### src/rtl/chip8_pkg.sv
// chip8_pkg: display geometry, memory address width and draw FSM states shared by the draw sequencer
package chip8_pkg;
  localparam int DISP_W = 64;
  localparam int DISP_H = 32;
  localparam int ADDR_W = 12;
  typedef enum logic [2:0] {IDLE, FETCH, DRAW, WAIT, DONE} draw_state_e;
endpackage

### src/rtl/chip8_draw_ctrl_if.sv
// chip8_draw_ctrl_if: CPU request, memory read port and display unit signals of the draw sequencer
interface chip8_draw_ctrl_if #(parameter int ADDR_W = chip8_pkg::ADDR_W);
  logic              start;
  logic [5:0]        x;
  logic [4:0]        y;
  logic [3:0]        n;
  logic [ADDR_W-1:0] i_addr;
  logic              busy;
  logic              done;
  logic              vf;
  logic              mem_req;
  logic [ADDR_W-1:0] mem_addr;
  logic              mem_ack;
  logic [7:0]        mem_rdata;
  logic              draw;
  logic [5:0]        draw_x;
  logic [4:0]        draw_y;
  logic [3:0]        row_index;
  logic [7:0]        sprite_data;
  logic              disp_collision;
  modport master (
    input  start, x, y, n, i_addr, mem_ack, mem_rdata, disp_collision,
    output busy, done, vf, mem_req, mem_addr, draw, draw_x, draw_y, row_index, sprite_data
  );
  modport slave (
    output start, x, y, n, i_addr, mem_ack, mem_rdata, disp_collision,
    input  busy, done, vf, mem_req, mem_addr, draw, draw_x, draw_y, row_index, sprite_data
  );
endinterface

### src/rtl/chip8_draw_ctrl.sv
// chip8_draw_ctrl: DXYN sprite fetch/draw sequencer that accumulates display collisions into VF.
// Define CHIP8_DRAW_CLIP_EN to stop at the bottom display edge instead of leaving wrap to the display unit.
module chip8_draw_ctrl #(parameter int ADDR_W = chip8_pkg::ADDR_W) (
  input logic clk,
  input logic rst_n,
  chip8_draw_ctrl_if.master bus
);
  import chip8_pkg::*;
  draw_state_e       state_q, state_d;
  logic [5:0]        x_q;
  logic [4:0]        y_q;
  logic [3:0]        n_q, row_q;
  logic [ADDR_W-1:0] i_q;
  logic [7:0]        data_q;
  logic              vf_q;
  logic              last_row;
  always_comb begin
    last_row = (row_q == n_q - 4'd1);
`ifdef CHIP8_DRAW_CLIP_EN
    last_row = last_row || ({2'b0, y_q} + {3'b0, row_q} + 7'd1 >= 7'(DISP_H));
`endif
  end
  always_comb begin
    state_d = state_q;
    case (state_q)
      IDLE:    state_d = bus.start ? (bus.n == 4'd0 ? DONE : FETCH) : IDLE;
      FETCH:   state_d = bus.mem_ack ? DRAW : FETCH;
      DRAW:    state_d = WAIT;
      WAIT:    state_d = last_row ? DONE : FETCH;
      default: state_d = IDLE;
    endcase
  end
  always_ff @(posedge clk) begin
    if (!rst_n) begin
      state_q <= IDLE;
      x_q     <= '0;
      y_q     <= '0;
      n_q     <= '0;
      row_q   <= '0;
      i_q     <= '0;
      data_q  <= '0;
      vf_q    <= 1'b0;
    end else begin
      state_q <= state_d;
      if (state_q == IDLE && bus.start) begin
        x_q   <= bus.x;
        y_q   <= bus.y;
        n_q   <= bus.n;
        i_q   <= bus.i_addr;
        row_q <= '0;
        vf_q  <= 1'b0;
      end
      if (state_q == FETCH && bus.mem_ack) data_q <= bus.mem_rdata;
      // collision arrives registered, so WAIT is the only cycle it belongs to the row just drawn
      if (state_q == WAIT) begin
        vf_q <= vf_q | bus.disp_collision;
        if (!last_row) row_q <= row_q + 4'd1;
      end
    end
  end
  assign bus.busy        = state_q inside {FETCH, DRAW, WAIT};
  assign bus.done        = state_q == DONE;
  assign bus.vf          = vf_q;
  assign bus.mem_req     = state_q == FETCH;
  assign bus.mem_addr    = i_q + ADDR_W'(row_q);
  assign bus.draw        = state_q == DRAW;
  assign bus.draw_x      = x_q;
  assign bus.draw_y      = y_q;
  assign bus.row_index   = row_q;
  assign bus.sprite_data = data_q;
endmodule
### src/flat_wrapper.sv
// flat-port wrapper written by rule: the top's interface ports become plain ports
module chip8_draw_ctrl_flat import chip8_pkg::*;
#(parameter int ADDR_W = chip8_pkg::ADDR_W)
  (clk, rst_n, bus_start, bus_x, bus_y, bus_n, bus_i_addr, bus_mem_ack, bus_mem_rdata, bus_disp_collision, bus_busy, bus_done, bus_vf, bus_mem_req, bus_mem_addr, bus_draw, bus_draw_x, bus_draw_y, bus_row_index, bus_sprite_data);
  chip8_draw_ctrl_if #(.ADDR_W(ADDR_W)) bus_i ();
  input logic clk;
  input logic rst_n;
  input wire logic [$bits(bus_i.start)-1:0] bus_start;
  input wire logic [$bits(bus_i.x)-1:0] bus_x;
  input wire logic [$bits(bus_i.y)-1:0] bus_y;
  input wire logic [$bits(bus_i.n)-1:0] bus_n;
  input wire logic [$bits(bus_i.i_addr)-1:0] bus_i_addr;
  input wire logic [$bits(bus_i.mem_ack)-1:0] bus_mem_ack;
  input wire logic [$bits(bus_i.mem_rdata)-1:0] bus_mem_rdata;
  input wire logic [$bits(bus_i.disp_collision)-1:0] bus_disp_collision;
  output wire logic [$bits(bus_i.busy)-1:0] bus_busy;
  output wire logic [$bits(bus_i.done)-1:0] bus_done;
  output wire logic [$bits(bus_i.vf)-1:0] bus_vf;
  output wire logic [$bits(bus_i.mem_req)-1:0] bus_mem_req;
  output wire logic [$bits(bus_i.mem_addr)-1:0] bus_mem_addr;
  output wire logic [$bits(bus_i.draw)-1:0] bus_draw;
  output wire logic [$bits(bus_i.draw_x)-1:0] bus_draw_x;
  output wire logic [$bits(bus_i.draw_y)-1:0] bus_draw_y;
  output wire logic [$bits(bus_i.row_index)-1:0] bus_row_index;
  output wire logic [$bits(bus_i.sprite_data)-1:0] bus_sprite_data;
  assign bus_i.start = bus_start;
  assign bus_i.x = bus_x;
  assign bus_i.y = bus_y;
  assign bus_i.n = bus_n;
  assign bus_i.i_addr = bus_i_addr;
  assign bus_i.mem_ack = bus_mem_ack;
  assign bus_i.mem_rdata = bus_mem_rdata;
  assign bus_i.disp_collision = bus_disp_collision;
  assign bus_busy = bus_i.busy;
  assign bus_done = bus_i.done;
  assign bus_vf = bus_i.vf;
  assign bus_mem_req = bus_i.mem_req;
  assign bus_mem_addr = bus_i.mem_addr;
  assign bus_draw = bus_i.draw;
  assign bus_draw_x = bus_i.draw_x;
  assign bus_draw_y = bus_i.draw_y;
  assign bus_row_index = bus_i.row_index;
  assign bus_sprite_data = bus_i.sprite_data;
  chip8_draw_ctrl #(.ADDR_W(ADDR_W)) u_core (.clk(clk), .rst_n(rst_n), .bus(bus_i));
endmodule
### config.mk
export PLATFORM = sky130hd
export DESIGN_NAME = chip8_draw_ctrl_flat
export DESIGN_NICKNAME = d
export VERILOG_FILES = /design/src/rtl/chip8_pkg.sv /design/src/rtl/chip8_draw_ctrl_if.sv /design/src/rtl/chip8_draw_ctrl.sv /design/src/flat_wrapper.sv
export SDC_FILE = /design/constraint.sdc
export NUM_CORES = 1
export LEC_CHECK = 0
export CAP_MARGIN = 20
export CORE_MARGIN = 8
export CORE_UTILIZATION = 47
export DETAILED_ROUTE_END_ITERATION = 7
export GPL_TIMING_DRIVEN = 1
export HOLD_SLACK_MARGIN = 0.03
export PLACE_DENSITY_LB_ADDON = 0.25
export SLEW_MARGIN = 15
export SYNTH_ARGS = -nofsm -noshare
export SYNTH_HDL_FRONTEND = slang
export SYNTH_SLANG_ARGS = --single-unit
### constraint.sdc
create_clock -name clk -period 3.3 [get_ports clk]
set_input_delay 0.495 -clock clk [delete_from_list [all_inputs] [get_ports clk]]
set_output_delay 0.495 -clock clk [all_outputs]
set_load 0.1 [all_outputs]
==> impl_results.html <==
<p>Metrics extracted from the flow reports.</p>
<table>
<tr><th>Metric</th><th>Value</th></tr>
<tr><th colspan="2">Outcome</th></tr>
<tr><td>Status</td><td>finished, final reports clean</td></tr>
<tr><th colspan="2">Critical path</th></tr>
<tr><td>Maximum fanout count along the critical path</td><td>7</td></tr>
<tr><td>Number of cells traversed by the worst register-to-register path</td><td>7</td></tr>
<tr><td>Worst Path Arrival</td><td>2.48 ns</td></tr>
<tr><th colspan="2">Die</th></tr>
<tr><td>Count of boundary I/O pins</td><td>80</td></tr>
<tr><th colspan="2">GRT</th></tr>
<tr><td>Global-route wire length before repair</td><td>8630 um</td></tr>
<tr><td>Met1 Track Usage GR</td><td>0.188</td></tr>
<tr><th colspan="2">Cells and area</th></tr>
<tr><td>Layout multi-input combinational cell count</td><td>185</td></tr>
<tr><td>Fillers</td><td>329</td></tr>
<tr><td># diodes</td><td>0</td></tr>
<tr><th colspan="2">Clock network</th></tr>
<tr><td>TritonCTS clock tree</td><td>built</td></tr>
<tr><td>Post-CTS resize count</td><td>0</td></tr>
<tr><td>H-tree levels</td><td>2</td></tr>
<tr><th colspan="2">Timing</th></tr>
<tr><td>Clock tree skew after final layout</td><td>0.00220 ns</td></tr>
<tr><td>Post-layout period usage</td><td>0.902</td></tr>
<tr><td>Setup repair after global routing missed its margin</td><td>no</td></tr>
<tr><td>Worst hold slack</td><td>0.465 ns</td></tr>
<tr><th colspan="2">Routing</th></tr>
<tr><td>Met2 Wirelength</td><td>2520 um</td></tr>
<tr><td>Metal1 wirelength</td><td>2170 um</td></tr>
<tr><td>Detailed-route wire length</td><td>5180 um</td></tr>
<tr><td>Number of nets with antenna violations after detailed routing</td><td>0</td></tr>
<tr><th colspan="2">Synthesis</th></tr>
<tr><td>Instance count of the mapped netlist</td><td>243</td></tr>
<tr><td>Share of synthesized area occupied by flip-flops and latches</td><td>0.421</td></tr>
<tr><td>Yosys adder share</td><td>0.0465</td></tr>
<tr><th colspan="2">Power</th></tr>
<tr><td>Power per unit of standard cell area</td><td>458 nW/um2</td></tr>
</table>
==> worst max path at each step <==
stage,startpoint,to,slack [ns],cells after the start
final,u_core.bus.row_index[0],bus_mem_addr[10],0.32,7
after global routing,u_core.bus.row_index[0],bus_mem_addr[10],0.19,7
after CTS,u_core.bus.row_index[0],bus_mem_addr[6],0.31,7
after detailed placement,u_core.bus.row_index[0],bus_mem_addr[6],0.65,7
after global placement,u_core.bus.row_index[0],bus_mem_addr[6],0.69,7
after floorplan,u_core.bus.row_index[0],bus_mem_addr[8],-0.17,6
==> per-stage QoR <==
step           worst slack (ns)  area, um2
2_1_floorplan            -0.166       2170
3_3_place_gp              0.686       3060
3_5_place_dp              0.654       3060
4_1_cts                   0.306       3160
5_1_grt                   0.190       3160
6_report                  0.324       3160
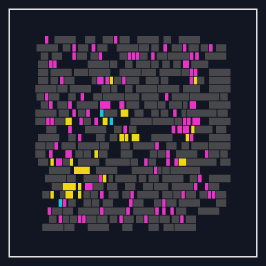
*Gate families picked out*
Scale: 3 px per um.
Yellow is NOR gates, cells 21. Cyan is inverters, cells 3. Magenta is NAND gates, cells 86.
fraction of area in multi-input gates: 0.394
most common library cell in the layout ignoring fill and taps: sky130_fd_sc_hd__nand2_1
count of non-filler cells in the finished layout: 375

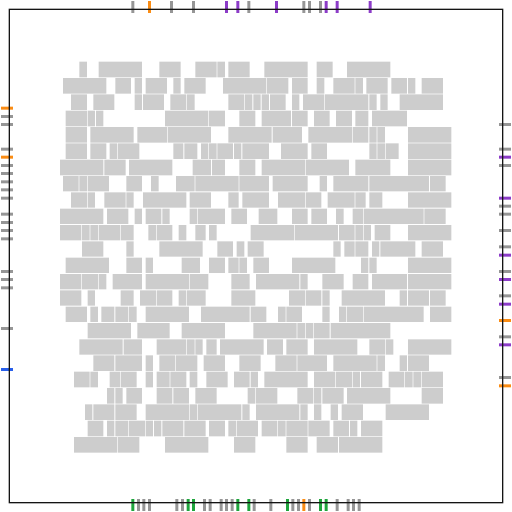
*I/O pins on the die edge*
Scale: 6 px per um. Pins as bars across the die edge, other pins in grey.
Purple is bus_i_addr, pins 12, direction input, edge 6 north, 6 east. Green is bus_mem_rdata, pins 8, direction input, edge south. Blue is bus_draw, pins 1, direction output, edge west. Orange is bus_draw_x, pins 6, direction output, edge 2 east, 2 west, 1 south, 1 north.
All pins by edge: 28 south, 19 west, 19 east, 14 north.

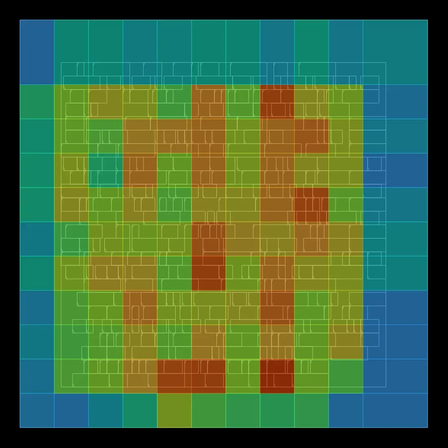
*Routing congestion*
all-layer global routing usage: 0.164
utilization after layout: 0.741

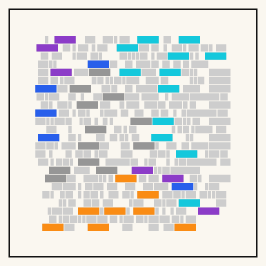
*Sequential cells grouped by signal name*
Scale: 3 px per um.
Purple is u_core.bus.draw_x, flops 6. Cyan is u_core.i_q, flops 12. Orange is u_core.bus.sprite_data, flops 8, where south. Blue is u_core.bus.draw_y, flops 5.
Another 12 sequential cells are not coloured.
FF/Latch Area: 861 um2
sequential power: 0.582 mW
sequential portion of the cell area: 0.272

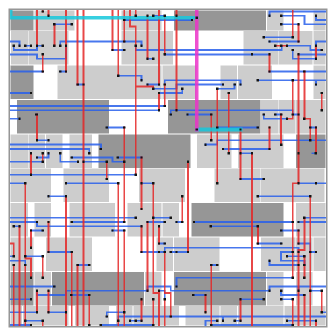
*Close-up of the layout*
Region (28, 12) to (53, 37) um. Cells in grey, sequential cells in the stronger grey; small squares are vias.
Blue is met1. Red is met2. Cyan is met3. Magenta is met4.
Netlist names of flops here include u_core.bus.sprite_data (4). Most frequent: nand2_1 (16), clkdlybuf4s50_1 (13), a21boi_0 (8). Sequential cells in the window: 7. 58 logic cells have their middle in the window.

Power figures rest on the tool's default switching activity, not on a simulated workload.
